## src/rtl/im_loader_pkg.sv

```systemverilog
// im_loader_pkg: shared FSM state encoding and stream framing constants for the IM loader
package im_loader_pkg;
  typedef enum logic [2:0] {S_IDLE, S_HDR, S_DATA, S_CHK, S_DONE, S_ERR} state_t;
  localparam int HDR_BYTES      = 2;
  localparam int BYTES_PER_WORD = 4;
endpackage

```

## src/rtl/im_loader_word_assembler.sv

```systemverilog
// im_loader_word_assembler: shifts in bytes LSB first and flags the byte that completes a word
module im_loader_word_assembler
  import im_loader_pkg::*;
#(
  parameter int DATA_W = 32
) (
  input  logic              clk,
  input  logic              rst,
  input  logic              i_clr,
  input  logic              i_en,
  input  logic [7:0]        i_byte,
  output logic [DATA_W-1:0] o_word,
  output logic              o_word_ready
);
  localparam int BW = $clog2(BYTES_PER_WORD);
  logic [BW-1:0]       r_cnt;
  logic [DATA_W-9:0]   r_sh;
  assign o_word       = {i_byte, r_sh};
  assign o_word_ready = i_en & (r_cnt == BW'(BYTES_PER_WORD - 1));
  // byte counter wraps every word; newest byte enters at the top so the first byte ends up as LSB
  always_ff @(posedge clk or posedge rst)
    if (rst) begin
      r_cnt <= '0;
      r_sh  <= '0;
    end else if (i_clr) begin
      r_cnt <= '0;
    end else if (i_en) begin
      r_cnt <= r_cnt + 1'b1;
      r_sh  <= o_word[DATA_W-1:8];
    end
endmodule

```

## src/rtl/im_loader.sv

```systemverilog
// im_loader: byte-stream program loader driving the IM write port; IM_LOADER_CHECKSUM_EN adds a trailing 32-bit sum check
module im_loader
  import im_loader_pkg::*;
#(
  parameter int ADDR_W = 16,
  parameter int DEPTH  = 64,
  parameter int DATA_W = 32
) (
  input  logic              clk,
  input  logic              rst,
  input  logic              i_start,
  input  logic              i_byte_valid,
  input  logic [7:0]        i_byte_data,
  output logic              o_byte_ready,
  output logic              o_im_we,
  output logic [ADDR_W-1:0] o_im_waddr,
  output logic [DATA_W-1:0] o_im_wdata,
  output logic              o_busy,
  output logic              o_done,
  output logic              o_err,
  output logic              o_cpu_rst_hold
);
  localparam int CW = $clog2(DEPTH) + 1;
  state_t            r_state;
  logic              r_hcnt;
  logic [7:0]        r_nlo;
  logic [CW-1:0]     r_n;
  logic [CW-1:0]     r_idx;
`ifdef IM_LOADER_CHECKSUM_EN
  logic [DATA_W-1:0] r_sum;
`endif
  logic              w_acc;
  logic              w_idle;
  logic              w_rdy;
  logic              w_wr;
  logic [15:0]       w_n16;
  logic [DATA_W-1:0] w_word;
  assign w_acc  = i_byte_valid & o_byte_ready;
  assign w_idle = (r_state == S_IDLE) | (r_state == S_DONE) | (r_state == S_ERR);
  assign w_wr   = w_rdy & (r_state == S_DATA);
  assign w_n16  = {i_byte_data, r_nlo};
  im_loader_word_assembler #(.DATA_W(DATA_W)) u_asm (
    .clk          (clk),
    .rst          (rst),
    .i_clr        (w_idle & i_start),
    .i_en         (w_acc & ((r_state == S_DATA) | (r_state == S_CHK))),
    .i_byte       (i_byte_data),
    .o_word       (w_word),
    .o_word_ready (w_rdy)
  );
  // load FSM; the IM strobe is registered so it lands one cycle after the completing byte
  always_ff @(posedge clk or posedge rst)
    if (rst) begin
      r_state        <= S_IDLE;
      r_hcnt         <= 1'b0;
      r_nlo          <= '0;
      r_n            <= '0;
      r_idx          <= '0;
`ifdef IM_LOADER_CHECKSUM_EN
      r_sum          <= '0;
`endif
      o_byte_ready   <= 1'b0;
      o_im_we        <= 1'b0;
      o_im_waddr     <= '0;
      o_im_wdata     <= '0;
      o_busy         <= 1'b0;
      o_done         <= 1'b0;
      o_err          <= 1'b0;
      o_cpu_rst_hold <= 1'b1;
    end else begin
      o_im_we <= w_wr;
      if (w_wr) begin
        o_im_waddr <= ADDR_W'(r_idx) << 2;
        o_im_wdata <= w_word;
        r_idx      <= r_idx + 1'b1;
`ifdef IM_LOADER_CHECKSUM_EN
        r_sum      <= r_sum + w_word;
`endif
      end
      case (r_state)
        S_IDLE, S_DONE, S_ERR:
          if (i_start) begin
            r_state        <= S_HDR;
            r_hcnt         <= 1'b0;
            r_idx          <= '0;
`ifdef IM_LOADER_CHECKSUM_EN
            r_sum          <= '0;
`endif
            o_byte_ready   <= 1'b1;
            o_busy         <= 1'b1;
            o_done         <= 1'b0;
            o_err          <= 1'b0;
            o_cpu_rst_hold <= 1'b1;
          end
        S_HDR:
          if (w_acc) begin
            r_hcnt <= r_hcnt + 1'b1;
            r_nlo  <= i_byte_data;
            if (r_hcnt == 1'(HDR_BYTES - 1)) begin
              if (w_n16 == 16'd0 || w_n16 > 16'(DEPTH)) begin
                r_state      <= S_ERR;
                o_byte_ready <= 1'b0;
                o_busy       <= 1'b0;
                o_err        <= 1'b1;
              end else begin
                r_state <= S_DATA;
                r_n     <= CW'(w_n16);
              end
            end
          end
        S_DATA:
          if (w_wr && r_idx == r_n - CW'(1)) begin
`ifdef IM_LOADER_CHECKSUM_EN
            r_state        <= S_CHK;
`else
            r_state        <= S_DONE;
            o_byte_ready   <= 1'b0;
            o_busy         <= 1'b0;
            o_done         <= 1'b1;
            o_cpu_rst_hold <= 1'b0;
`endif
          end
`ifdef IM_LOADER_CHECKSUM_EN
        S_CHK:
          if (w_rdy) begin
            r_state        <= (w_word == r_sum) ? S_DONE : S_ERR;
            o_byte_ready   <= 1'b0;
            o_busy         <= 1'b0;
            o_done         <= (w_word == r_sum);
            o_err          <= (w_word != r_sum);
            o_cpu_rst_hold <= (w_word != r_sum);
          end
`endif
        default: ;
      endcase
    end
endmodule

```

## config.mk

```make
export PLATFORM = sky130hd
export DESIGN_NAME = im_loader
export DESIGN_NICKNAME = d
export VERILOG_FILES = /design/src/rtl/im_loader_pkg.sv /design/src/rtl/im_loader_word_assembler.sv /design/src/rtl/im_loader.sv
export SDC_FILE = /design/constraint.sdc
export NUM_CORES = 1
export LEC_CHECK = 0
export CAP_MARGIN = 20
export CORE_MARGIN = 1.5
export CORE_UTILIZATION = 53
export DETAILED_ROUTE_END_ITERATION = 7
export PLACE_DENSITY = 0.79
export SYNTH_ARGS = -nofsm -noshare
export SYNTH_HDL_FRONTEND = slang
export SYNTH_SLANG_ARGS = --single-unit
```

## constraint.sdc

```tcl
create_clock -name clk -period 3.2 [get_ports clk]
set_clock_uncertainty 0.05 [all_clocks]
set_input_delay 0.32 -clock clk [delete_from_list [all_inputs] [get_ports clk]]
set_output_delay 0.32 -clock clk [all_outputs]
set_load 0.03 [all_outputs]
```

**Run 1: signal wires on met1**

Scale bar: 20 um.
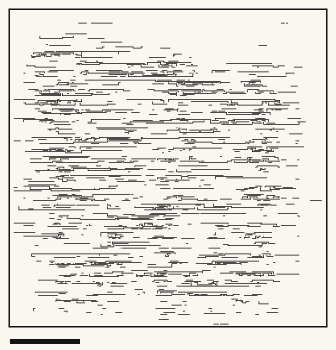
wire length on this layer	3500 um
main direction	horizontal
share of all routed wire	45%
longest straight run	30.4 um
met1 global-route usage: 0.2682
Vias: 2780
final wirelength: 7.768 mm

**Run 1: M2 wires**

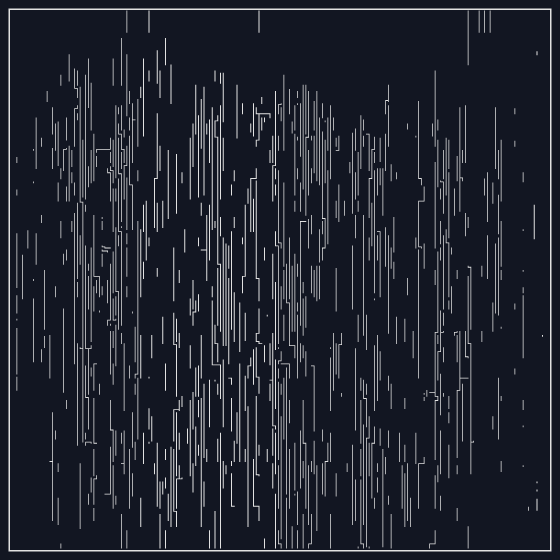
wire length on this layer	3790 um
nets with wire on the layer	383
longest straight run	40.1 um
met2 Track Usage GR: 0.3434

==> qor.csv, run 1 <==
metric;value;unit
status;completed;
combinational share of power;0.028;
Die W;90.27;um
DR pass1 iterations;4;
max_cap viols;0;
largest net degree at the start of global routing;57;
FFs w/ async S/R, synth;1.000;
RSZ-0062 raised after global routing;false;
Dominant comb cell;simple AND/OR/NAND/NOR gates;
GRT Max-Usage Layer;met2;
Pins Over Slew Limit;0;
WP depth;5;
area share, top type;0.5890;
mux frac, synth;0.1116;
Leakage;0.002485;uW
Max power group;registers;
Ys Warns;0;
ANT cells;0;
Area growth syn-to-layout;21.48;%
Worst setup startpoint;r_nlo[0];
Pint;1652;uW
Clock Power;819;uW
Primary FF master, synth;dfrtp_1;
Placed Area;4687;um^2
CTS root buf;clkbuf_8;
slew at the pin closest to its max-slew limit;0.6818;ns
vias in the first global route;2850;
Worst Setup Path Type;reg2reg;
Distinct lib cells used;44;
hpwl dp;5.402;mm
pre-CTS setup slack;0.7727;ns
Met2 Routed Length;3.794;mm
reg-to-reg endpoint;r_n[1];
Critical Path AT;2.61;ns
count leader, synth;nand2_1;
clock share of power;0.392;
Peak VDD IR;0.0003037;V
drt initial violations;122;
critical path's top delay family;simple AND/OR/NAND/NOR gates;
Vias/cell;5.196;
total power;2090;uW
Comb group;59.3;uW
Critical Path End;r_n[1];
R2R depth;5;
Layout fillers;604;
core footprint;7292;um^2
CP Launch Type;flip-flop;
CTS tree;built;
fin crit share;0.7578;
ANT nets after route;0;
layout cell share with drive strength beyond 1;0.1674;
Final Hold Viols;0;
gpl congestion;0.7883;
Reg-to-Reg Start;r_nlo[0];
CTS Sinks;96;
Critical Path End Type;flip-flop;
CP Max Fanout;9;
Critical Path Slowest Stage Cell;or4_4;
ys cells;372;
crit-path cells;or4_4 > o31a_1 > nor3_1 > and3_1 > mux2_2;
final net count;446;
first-pass GRT wire length;13.32;mm
most numerous logic cell after layout;nand2_1;
P_seq;1210;uW
highest routed layer;met4;
DR WL met3;313;um
maximum clock insertion buffer count;2;
Crit path buffers/inverters;0;
Final Non-Filler Cells;535;
drt drc;0;
total track usage;0.2057;
Comb area;1511;um^2
syn avg cell area;10.85;um^2
Flop pwr share;0.580;
cells after synthesis;372;
cell type with the largest total area;dfrtp_1;
Total Neg Setup Slack;0;ns
Final Util;0.6724;
most frequent cells in the layout;nand2_1 (126), dfrtp_1 (95), clkdlybuf4s50_1 (56);
and-or/or-and share of the synthesized area;0.03658;
clock latency on the worst-skew pair;0.35;ns
post-synthesis cell area;4036;um^2
met1 WL;3.495;mm
Routed WL per cell;14.52;um
final setup vio count;0;
grt ovf;0;
cell area after layout;4903;um^2
worst min path class;in2async;
Synthesized registers;96;
Sequential Area;2404;um^2
yosys synthesis chip area;4036;um^2
IO Count;66;
Setup WS post-layout;0.7751;ns
Sw Share;0.2097;
CTS Hold Buffers Added;0;
post-synthesis adder-cell area fraction;0.009299;
Post-synth top cells;nand2_1 (126), dfrtp_1 (95), mux2_2 (39);
Port Buf Inserts;56;
initial antenna violation count;0;
height of the chip;90.27;um
setup bufs post-CTS;0;
std cell rows;31;
CTS resizes;0;
Reg2Reg Setup Slack;0.78;ns
number of OpenROAD warnings;26;
**Run 1: met3 routing**

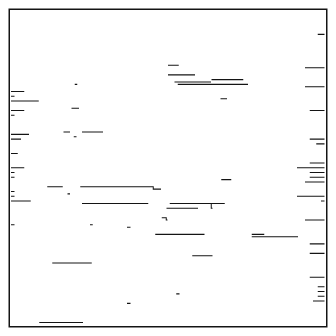
main direction	horizontal
share of all routed wire	4.0%
longest straight run	20.7 um
nets with wire on the layer	53
wire length on this layer	314 um
GR Util met3: 0.03283

## run 1: area by class of cell
type,instances,share of cell area
clock buffers,12,0.03368
clock inverters,4,0.01046
inverters,7,0.005614
multi-input cells,253,0.3082
flip-flops and latches,96,0.4902
well taps,99,0.02526
repair buffers,64,0.1266
## run 1: sequential cells by signal (all words and copies together), names as in the netlist
signal / flops
o_im_we: 1
o_im_waddr: 7
o_busy: 1
u_asm.r_cnt: 2
r_idx: 7
r_n: 7
o_cpu_rst_hold: 1
r_nlo: 8
u_asm.r_sh: 24
r_state: 3
o_err: 1
o_done: 1
o_im_wdata: 32
r_hcnt: 1
==> run 1 -> run 2 <==
CORE_UTILIZATION = 48   (was 53)
PLACE_DENSITY = 0.76   (was 0.79)
clock period = 2.2 ns   (was 3.2 ns; I/O delays follow)
==> run 2 against run 1 <==
The flow now finishes with violations (setup timing). Combinational power is 75% higher. Area after synthesis stayed put. Final cell count is 5.8% higher. Maximum frequency is 9.9% higher. Critical path depth stayed put.
==> qor.csv, run 2 <==
metric;value;unit;change
status;finished with violations;;
failing checks;setup timing;;
yosys synthesis chip area;4036;um^2;unchanged
most numerous logic cell after layout;nand2_1;;
Num CTS Buffers;9;;
area share, top type;0.5890;;unchanged
CTS Hold Buffers Added;0;;unchanged
core footprint;8175;um^2;+12%
Synth Seq Share;0.5955;;
max frequency;453.1;MHz;
post-synthesis cell area;4036;um^2;unchanged
clock share of power;0.379;;-0.013
RSZ-0062 raised after global routing;true;;
count leader, synth;nand2_1;;
Final Hold Viols;0;;unchanged
R2R depth;5;;unchanged
Area growth syn-to-layout;28.49;%;
final critical-path required period;2.207;ns;
Critical Path End Type;flip-flop;;
Routed WL per cell;14.69;um;+1.2%
first-pass GRT wire length;13.70;mm;+2.8%
Placed Area;4900;um^2;+4.5%
Critical Path Slowest Stage Cell;or4b_1;;
Final Non-Filler Cells;566;;+5.8%
vias in the first global route;2825;;-0.88%
Worst Setup Path Type;reg2reg;;
critical path's top delay family;simple AND/OR/NAND/NOR gates;;
biggest regs;o_im_wdata: 32 flops, u_asm.r_sh: 24 flops, r_nlo: 8 flops;;
Layout fillers;639;;+5.8%
Req. time, crit path;2.40;ns;
Reg2Reg Setup Slack;-0.007;ns;-0.78 ns
CTS HTree Levels;3;;
CTS tree;built;;
area fraction in xor and xnor cells;0.03162;;
final net count;471;;+5.6%
initial antenna violation count;0;;unchanged
Dominant comb cell;simple AND/OR/NAND/NOR gates;;
mux frac, synth;0.1116;;unchanged
drt drc;0;;unchanged
total power;3008;uW;+44%
Peak VDD IR;0.0003627;V;+19%
maximum clock insertion buffer count;2;;unchanged
height of the chip;94.70;um;+4.9%
EDFF count, synth;0;;
CTS Sinks;96;;unchanged
Pins Over Slew Limit;0;;unchanged
max incr delay on CP;0.58;ns;
Total Neg Setup Slack;-0.006920;ns;-0.006920 ns
largest net degree at the start of global routing;43;;-25%
ANT nets after route;0;;unchanged
ys cells;372;;unchanged
simple share;0.1754;;
Most flops, register;o_im_wdata;;
and-or/or-and share of the synthesized area;0.03658;;unchanged
layout cell share with drive strength beyond 1;0.2234;;+0.05600
cell type with the largest total area;dfrtp_1;;
gpl congestion;0.7996;;+1.4%
std cell rows;33;;+6.5%
post-synthesis adder-cell area fraction;0.009299;;unchanged
CTS root buf;clkbuf_8;;
CTS resizes;3;;+3
fin crit share;1.003;;+0.2454
WP depth;5;;unchanged
Critical Path AT;2.41;ns;-0.20 ns
syn avg cell area;10.85;um^2;unchanged
CP Launch Type;flip-flop;;
pre-CTS setup slack;-0.1492;ns;-0.9219 ns
grt ovf;0;;unchanged
Post-synth top cells;nand2_1 (126), dfrtp_1 (95), mux2_2 (39);;
Pint;2330;uW;+41%
drt initial violations;115;;-5.7%
Setup WS post-layout;-0.006920;ns;-0.7820 ns
Final Util;0.6344;;-0.03807
Net Sw Power;678.1;uW;
max_cap viols;0;;unchanged
Worst setup startpoint;r_nlo[0];;
Synthesized registers;96;;unchanged
pwr dens;580.1;nW/um^2;
Reg-to-Reg Start;r_nlo[0];;
clock latency on the worst-skew pair;0.35;ns;about the same
combinational share of power;0.035;;+0.007
Vias/cell;5.048;;-2.9%
Leakage;0.002607;uW;+4.9%
reg-to-reg endpoint;o_busy;;
Primary FF master, synth;dfrtp_1;;
IO Count;66;;unchanged
Crit path buffers/inverters;0;;unchanged
CP Max Fanout;3;;-6
ANT cells;0;;unchanged
Distinct lib cells used;44;;unchanged
Flop pwr share;0.586;;+0.006
max FFs per register;32;;unchanged
hold_ws;0.1647;ns;
Cell area leaders;dfrtp_1 (59%), nand2_1 (12%), mux2_2 (11%), xnor2_1 (2.2%), buf_4 (2.0%);;
cells after synthesis;372;;unchanged
Die W;94.70;um;+4.9%
Port Buf Inserts;56;;unchanged
Ys Warns;0;;unchanged
final setup vio count;1;;+1
initial core utilization;0.4937;;
crit-path cells;or4_4 > nor4_2 > nor3_2 > or4b_1 > a31o_1;;
Critical Path End;o_busy;;
worst min path class;in2async;;
most frequent cells in the layout;nand2_1 (126), dfrtp_1 (95), clkdlybuf4s50_1 (56);;
hpwl dp;5.540;mm;+2.6%
# placed instances;547;;
total track usage;0.1998;;-0.005887
DR pass1 iterations;4;;unchanged
Sw Share;0.2254;;+0.01575
number of OpenROAD warnings;27;;+3.8%
chip area;8968;um^2;
FFs w/ async S/R, synth;1.000;;unchanged
Clk pin slew, worst setup/hold paths;0.10;ns;
setup bufs post-CTS;0;;unchanged
cell area after layout;5186;um^2;+5.8%
## run 2: layer usage
layer  up-vias  wire [um]  global-route usage
li1       1377          -                   -
met1      1401       3712              0.2664
met2        71       4186              0.3256
met3         8        330             0.04348
met4         0         85             0.06343
met5         -          0                   0
## run 2: final cells by class
class | count | area, um^2 | area share
inverters | 7 | 30.03 | 0.005790
multi-input cells | 253 | 1580 | 0.3047
flip-flops and latches | 96 | 2404 | 0.4635
clock inverters | 6 | 67.56 | 0.01303
repair buffers | 89 | 845.8 | 0.1631
well taps | 105 | 131.4 | 0.02533
clock buffers | 10 | 127.6 | 0.02461
## run 2: power by group through the flow
stage	Sequential, uW	Clock (uW)	Combinational (uW)
after floorplan	1800	0	60.2
after global placement	1800	0	105
after detailed placement	1800	0	107
after CTS	1760	1180	107
after global routing	1760	1250	118
final	1760	1140	104
**Run 2: signal wires on met1**

Scale bar: 20 um.
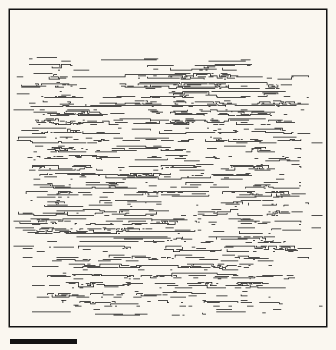
nets with wire on the layer	407
main direction	horizontal
share of all routed wire	45%
longest straight run	37.7 um
wire length on this layer	3710 um
met1 global-route usage: 0.2664
Vias: 2857
final wirelength: 8.315 mm

**Run 2: met3 routing**

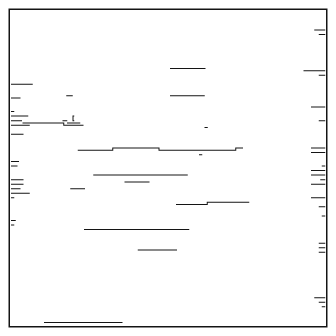
nets with wire on the layer	48
wire length on this layer	330 um
GR Util met3: 0.04348

==> run 2 -> run 3 <==
CTS_CLUSTER_SIZE = 25   (was not set)
==> run 3 against run 2 <==
The run still ends with setup timing left. Critical endpoint unchanged. Non-clock buffer count unchanged. Flip-flop count unchanged. Area after synthesis unchanged. Clock power about the same. Sequential share of layout area unchanged. Core utilization unchanged. Die size unchanged. Register-to-register slack about the same. Count of clock-buffer cells in the layout unchanged. Critical path depth unchanged. Final cell count unchanged.
==> qor.csv, run 3 <==
metric;value;unit;change
cell area after layout;5186;um^2;unchanged
area share, top type;0.5890;;unchanged
Area growth syn-to-layout;28.49;%;unchanged
Clock Power;1140;uW;about the same
Logic Gate Count;253;;unchanged
maximum clock insertion buffer count;2;;unchanged
DR WL met3;330;um;unchanged
most numerous logic cell after layout;nand2_1;;
Critical Path End Type;flip-flop;;
drt initial violations;115;;unchanged
Critical Path End;o_busy;;
Cell area leaders;dfrtp_1 (59%), nand2_1 (12%), mux2_2 (11%), xnor2_1 (2.2%), buf_4 (2.0%);;
Max power group;registers;;
Req. time, crit path;2.40;ns;about the same
Setup WS post-layout;-0.006920;ns;unchanged
height of the chip;94.70;um;unchanged
CTS Sinks;96;;unchanged
std cell rows;33;;unchanged
Final Non-Filler Cells;566;;unchanged
Comb/total area;0.3047;;unchanged
RSZ-0062 raised after global routing;true;;
met1 WL;3.712;mm;unchanged
Sequential Area;2404;um^2;unchanged
Clk pin slew, worst setup/hold paths;0.10;ns;about the same
Pins Over Slew Limit;0;;unchanged
Distinct lib cells used;44;;unchanged
chip area;8968;um^2;unchanged
CTS Hold Buffers Added;0;;unchanged
top cell category;sequential cells;;
Vias;2857;;unchanged
gpl congestion;0.7996;;unchanged
ys cells;372;;unchanged
count leader, synth;nand2_1;;
pre-CTS setup slack;-0.1492;ns;unchanged
CP Launch Type;flip-flop;;
Critical Path AT;2.41;ns;about the same
cell type with the largest total area;dfrtp_1;;
max_cap viols;0;;unchanged
CTS tree;built;;
P_seq;1760;uW;about the same
# placed instances;547;;unchanged
Seq area share;0.4635;;unchanged
failing checks;setup timing;;
Reg2Reg Setup Slack;-0.007;ns;about the same
Layout fillers;639;;unchanged
number of OpenROAD warnings;27;;unchanged
combinational share of power;0.035;;about the same
ANT cells;0;;unchanged
inverter count;7;;unchanged
drt drc;0;;unchanged
hold_ws;0.1647;ns;unchanged
Worst Setup Path Type;reg2reg;;
Clock Buffer Count;10;;unchanged
layout buffering overhead excluding clock cells;0.1631;;unchanged
DR pass1 iterations;4;;unchanged
Final Hold Viols;0;;unchanged
GR Util met3;0.04348;;unchanged
syn avg cell area;10.85;um^2;unchanged
highest routed layer;met4;;
initial antenna violation count;0;;unchanged
initial core utilization;0.4937;;unchanged
core footprint;8175;um^2;unchanged
final critical-path required period;2.207;ns;unchanged
final wirelength;8.315;mm;unchanged
Num CTS Buffers;9;;unchanged
Reg-to-Reg Start;r_nlo[0];;
R2R depth;5;;unchanged
grt ovf;0;;unchanged
hpwl dp;5.540;mm;unchanged
total power;3008;uW;unchanged
Primary FF master, synth;dfrtp_1;;
Flop pwr share;0.586;;about the same
clock share of power;0.379;;about the same
largest net degree at the start of global routing;43;;unchanged
post-synthesis cell area;4036;um^2;unchanged
Ys Warns;0;;unchanged
Net Sw Power;678.1;uW;unchanged
pwr dens;580.1;nW/um^2;unchanged
most frequent cells in the layout;nand2_1 (126), dfrtp_1 (95), clkdlybuf4s50_1 (56);;
max frequency;453.1;MHz;unchanged
EDFF count, synth;0;;unchanged
Comb area;1580;um^2;unchanged
Worst setup startpoint;r_nlo[0];;
clock latency on the worst-skew pair;0.35;ns;about the same
max FFs per register;32;;unchanged
IO Count;66;;unchanged
Comb group;104;uW;about the same
Sw Share;0.2254;;unchanged
yosys synthesis chip area;4036;um^2;unchanged
Placed Area;4900;um^2;unchanged
Pint;2330;uW;unchanged
fin crit share;1.003;;unchanged
biggest regs;o_im_wdata: 32 flops, u_asm.r_sh: 24 flops, r_nlo: 8 flops;;
met1 global-route usage;0.2664;;unchanged
nonclk buf count;89;;unchanged
status;finished with violations;;
Leakage;0.002607;uW;unchanged
cells after synthesis;372;;unchanged
Total Neg Setup Slack;-0.006920;ns;unchanged
final setup vio count;1;;unchanged
Synth Seq Share;0.5955;;unchanged
Met2 Routed Length;4.186;mm;unchanged
first-pass GRT wire length;13.70;mm;unchanged
vias in the first global route;2825;;unchanged
CTS root buf;clkbuf_8;;
reg-to-reg endpoint;o_busy;;
CP Max Fanout;3;;unchanged
ANT nets after route;0;;unchanged
Port Buf Inserts;56;;unchanged
CTS resizes;3;;unchanged
layout cell share with drive strength beyond 1;0.2234;;unchanged
setup bufs post-CTS;0;;unchanged
Flop Count;96;;unchanged
CTS HTree Levels;3;;unchanged
Vias/cell;5.048;;unchanged
Peak VDD IR;0.0003627;V;unchanged
final net count;471;;unchanged
-- run 3: logic make-up (layout without fill, tap and decap cells) --
kind of cell | Yosys count | after routing | synth area share
and+or+nand+nor | 166 | 166 | 0.1754
DFF | 96 | 96 | 0.5955
muxes | 40 | 40 | 0.1116
buffers and inverters | 31 | 112 | 0.03906
AOI/OAI and AO/OA | 22 | 22 | 0.03658
xor gates and xnor gates | 13 | 13 | 0.03162
adders and majority gates | 3 | 3 | 0.009300
other | 1 | 9 | 0.0009291
-- run 3: critical path: stages (launching register included) --
cell and delay (ns):
dfrtp_1 0.39, or4_4 0.56, nor4_2 0.19, nor3_2 0.10
or4b_1 0.58, a31o_1 0.25
**Run 3: signal wires on met1**

Scale bar: 20 um.
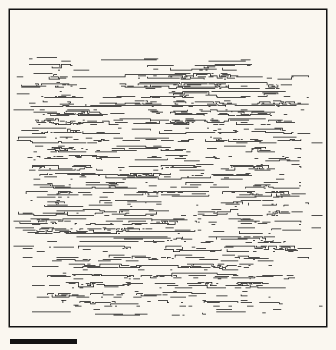
main direction	horizontal
longest straight run	37.7 um
share of all routed wire	45%
nets with wire on the layer	407
wire length on this layer	3710 um

**Run 3: track usage over the die**

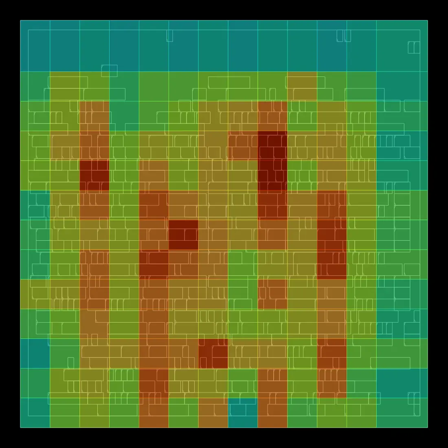
Routed WL per cell: 14.69 um
met2 Track Usage GR: 0.3256
total track usage: 0.1998
GRT Max-Usage Layer: met2
Final Util: 0.6344

Power is estimated from default activity; no workload was simulated.
